==> src/rtl/hex_display_ctrl.sv <==
// hex_display_ctrl: 6-digit hex/signed-decimal display sequencer with double-dabble conversion.
// Optional blink gating is enabled by defining HEX_BLINK_EN.
module hex_display_ctrl #(
   parameter int SIGN_LEFT = 0
`ifdef HEX_BLINK_EN
   , parameter int BLINK_DIV = 25_000_000
`endif
) (
   input  logic        CLK,
   input  logic        RST,
`ifdef HEX_BLINK_EN
   input  logic        BLINK,
`endif
   input  logic [15:0] VALUE,
   input  logic        MODE,
   input  logic [2:0]  DP_POS,
   input  logic        LOAD,
   output logic        READY,
   output logic [23:0] NUM_BUS,
   output logic [5:0]  DEC_BUS,
   output logic [5:0]  SIGN_BUS,
   output logic [5:0]  OFF_BUS
);
   typedef enum logic [1:0] {IDLE, CAPT, CONV, PLACE} state_t;
   state_t state_q, state_d;
   logic [3:0]  cnt_q, cnt_d;
   logic [15:0] val_q, val_d, bin_q, bin_d;
   logic        mode_q, mode_d, neg_q, neg_d;
   logic [2:0]  dp_q, dp_d;
   logic [19:0] bcd_q, bcd_d, adj;
   logic [23:0] num_q, num_d, digs;
   logic [5:0]  dec_q, dec_d, sign_q, sign_d, off_q, off_d;
   logic [2:0]  msd, top, sp;
   logic        dp_ok, sv, show, is_sign;
   assign READY = state_q == IDLE;
   always_comb begin
      state_d = state_q;
      cnt_d   = cnt_q;
      val_d   = val_q;
      mode_d  = mode_q;
      dp_d    = dp_q;
      neg_d   = neg_q;
      bin_d   = bin_q;
      bcd_d   = bcd_q;
      num_d   = num_q;
      dec_d   = dec_q;
      sign_d  = sign_q;
      off_d   = off_q;
      show    = 1'b0;
      is_sign = 1'b0;
      for (int i = 0; i < 5; i++)
         adj[4*i+:4] = bcd_q[4*i+:4] >= 4'd5 ? bcd_q[4*i+:4] + 4'd3 : bcd_q[4*i+:4];
      digs = {4'h0, bcd_q};
      msd  = 3'd0;
      for (int i = 0; i < 5; i++)
         if (bcd_q[4*i+:4] != 4'h0) msd = 3'(i);
      dp_ok = dp_q <= 3'd5;
      top   = (dp_ok && dp_q > msd) ? dp_q : msd;
      sp    = SIGN_LEFT != 0 ? 3'd5 : 3'(top + 3'd1);
      // a top of 5 leaves no room on the left, so the sign is suppressed there
      sv    = neg_q && (SIGN_LEFT != 0 || top < 3'd5);
      case (state_q)
         IDLE: if (LOAD) begin
            val_d   = VALUE;
            mode_d  = MODE;
            dp_d    = DP_POS;
            state_d = CAPT;
         end
         CAPT: begin
            neg_d   = !mode_q && val_q[15];
            bin_d   = (!mode_q && val_q[15]) ? 16'(16'd0 - val_q) : val_q;
            bcd_d   = mode_q ? {4'h0, val_q} : 20'h0;
            cnt_d   = 4'd0;
            state_d = mode_q ? PLACE : CONV;
         end
         CONV: begin
            {bcd_d, bin_d} = {adj[18:0], bin_q, 1'b0};
            cnt_d   = cnt_q + 4'd1;
            state_d = cnt_q == 4'd15 ? PLACE : CONV;
         end
         PLACE: begin
            for (int d = 0; d < 6; d++) begin
               show            = 3'(d) <= top;
               is_sign         = sv && 3'(d) == sp;
               off_d[d]        = !(show || is_sign);
               sign_d[d]       = is_sign;
               dec_d[d]        = dp_ok && 3'(d) == dp_q;
               num_d[4*d+:4]   = (show && !is_sign) ? digs[4*d+:4] : 4'h0;
            end
            state_d = IDLE;
         end
         default: state_d = IDLE;
      endcase
   end
   always_ff @(posedge CLK) begin
      if (RST) begin
         state_q <= IDLE;
         cnt_q   <= '0;
         val_q   <= '0;
         mode_q  <= 1'b0;
         dp_q    <= '0;
         neg_q   <= 1'b0;
         bin_q   <= '0;
         bcd_q   <= '0;
         num_q   <= '0;
         dec_q   <= '0;
         sign_q  <= '0;
         off_q   <= 6'b111111;
      end else begin
         state_q <= state_d;
         cnt_q   <= cnt_d;
         val_q   <= val_d;
         mode_q  <= mode_d;
         dp_q    <= dp_d;
         neg_q   <= neg_d;
         bin_q   <= bin_d;
         bcd_q   <= bcd_d;
         num_q   <= num_d;
         dec_q   <= dec_d;
         sign_q  <= sign_d;
         off_q   <= off_d;
      end
   end
   assign NUM_BUS  = num_q;
   assign SIGN_BUS = sign_q;
`ifdef HEX_BLINK_EN
   logic [24:0] div_q, div_d;
   logic        phase_q, phase_d, wrap;
   always_comb begin
      wrap    = div_q == 25'(BLINK_DIV - 1);
      div_d   = BLINK ? (wrap ? 25'd0 : div_q + 25'd1) : 25'd0;
      phase_d = BLINK ? phase_q ^ wrap : 1'b0;
   end
   always_ff @(posedge CLK) begin
      if (RST) begin
         div_q   <= '0;
         phase_q <= 1'b0;
      end else begin
         div_q   <= div_d;
         phase_q <= phase_d;
      end
   end
   assign OFF_BUS = off_q | {6{phase_q}};
   assign DEC_BUS = dec_q & ~{6{phase_q}};
`else
   assign OFF_BUS = off_q;
   assign DEC_BUS = dec_q;
`endif
endmodule

==> config.mk <==
export PLATFORM = sky130hd
export DESIGN_NAME = hex_display_ctrl
export DESIGN_NICKNAME = d
export VERILOG_FILES = /design/src/rtl/hex_display_ctrl.sv
export SDC_FILE = /design/constraint.sdc
export NUM_CORES = 1
export LEC_CHECK = 0
export CAP_MARGIN = 20
export CORE_MARGIN = 2
export CORE_UTILIZATION = 28
export DETAILED_ROUTE_END_ITERATION = 16
export SLEW_MARGIN = 20
export SYNTH_ARGS = -nofsm -noshare
export SYNTH_HDL_FRONTEND = slang
export SYNTH_SLANG_ARGS = --single-unit
==> constraint.sdc <==
create_clock -name CLK -period 5.1 [get_ports CLK]
set_input_delay 0.51 -clock CLK [delete_from_list [all_inputs] [get_ports CLK]]
set_output_delay 0.51 -clock CLK [all_outputs]
set_load 0.01 [all_outputs]
The metal 1 layer:
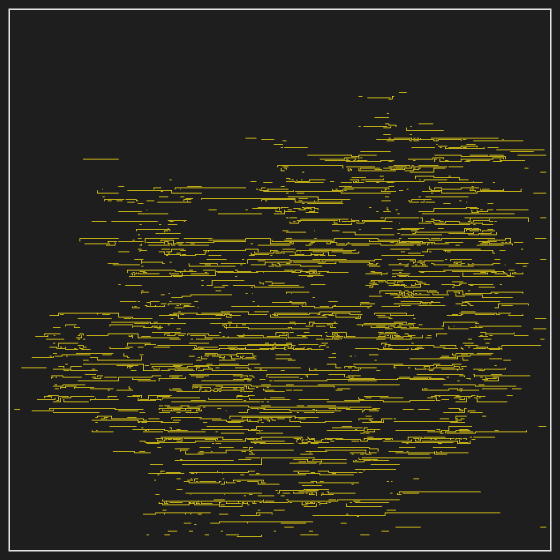
main direction	horizontal
nets with wire on the layer	654
wire length on this layer	6,460 um
final wirelength: 13.4 mm
total number of vias: 4,563
met1 usage: 18.6%

Clock nets:
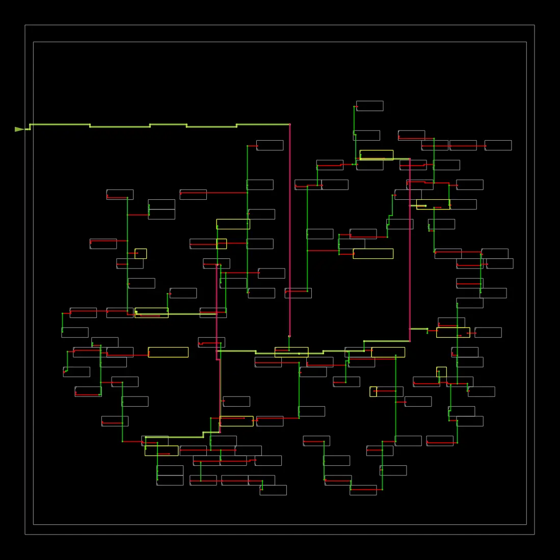
Clock Skews: 0.00866 ns
worst skew pair latency: 0.35 ns
CTS buffer count: 9
seq_cells: 101

Signal metal coverage by tile:
Bar = 50 um. The die is cut into 28 by 28 equal tiles; dark blue is low, red is high, scaled to the fullest tile. Values are wire area over tile area, all layers added.
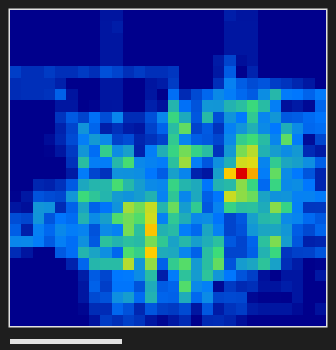
nearly empty tiles	30%
mean over tiles	0.11
emptiest ninth of the die	upper left
tiles over half the peak	5.0%
per-cell routed wire length: 14.6 um
GRT Overall Usage: 13.9%

power by group through the flow:
stage | clock network [mW] | logic (mW) | registers [mW]
after floorplan | 0 | 1.23 | 1.05
after CTS | 0.752 | 1.53 | 1.10
final | 0.730 | 1.52 | 1.11
after global placement | 0 | 1.52 | 1.12
after global routing | 0.782 | 1.72 | 1.13
after detailed placement | 0 | 1.52 | 1.12
kinds of logic after synthesis:
| group | Yosys count |
|---|---|
| xor+xnor | 20 |
| fa+ha+maj | 21 |
| simple gates | 240 |
| mux | 11 |
| buf+inv | 74 |
| other cells | 1 |
| compound gates | 186 |
| flops | 101 |
metal layers:
| metal | vias to the layer above | share of wire, % |
|---|---|---|
| li1 | 2351 | - |
| met1 | 2092 | 48 |
| met2 | 102 | 45 |
| met3 | 18 | 4.6 |
| met4 | 0 | 2.0 |
| met5 | - | 0 |
==> impl_metrics.json <==
{
  "crit_top_cell": "ha_1",
  "rr_worst_depth": 11,
  "taps": 229,
  "placed_area_sq_um": 5950,
  "grt_max_degree": 72,
  "drtAntennaViolNets": 0,
  "vdd_drop_max_v": 0.000230,
  "critPathLaunch": "bcd_q[12]",
  "mux_area_share_pct": 2.11,
  "reg2reg_from": "bcd_q[12]",
  "clk_share_pct": 5.01,
  "async_reset_ff_share_pct": 0,
  "layout_worst_path_cycle_share_pct": 62.2,
  "critPathLaunchType": "flip-flop",
  "setup_slack_ns": 1.93,
  "pwr-share-seq_pct": 32.9,
  "final_core_util_pct": 34.5,
  "path_clk_slew_ns": 0.07,
  "place.port_buffers": 61,
  "holdPathEnd": "DEC_BUS[5]",
  "nClkBuffers": 9,
  "worstPathRequired_ns": 5.34,
  "fmax_ghz": 0.315,
  "ys_sh_adder_pct": 5.02,
  "status": "completed",
  "buf_share_pct": 10.3,
  "area_leaders": "dfxtp_1, a21oi_1, nand2_1",
  "xor_area_share_pct": 3.35,
  "die_y_um": 141,
  "hp-start": "DEC_BUS[5]",
  "rrSetupSlack_ns": 1.93,
  "grt_overflow": 0,
  "route.detailed.drc": 0,
  "rsz0062_at_grt": "false",
  "largest_cell_class": "multi-input combinational cells",
  "seq_share_pct": 32.3,
  "p_int_mw": 1.93,
  "post_cts_buffers": 0,
  "gp_congestion": 0.876,
  "synthAoiAreaFrac_pct": 23.4,
  "p_leak_nw": 2.20,
  "ys_types": 69,
  "swShare_pct": 42.6,
  "area_delta_synth_final_pct": 19.8
}
Power and IR drop assume default switching activity.
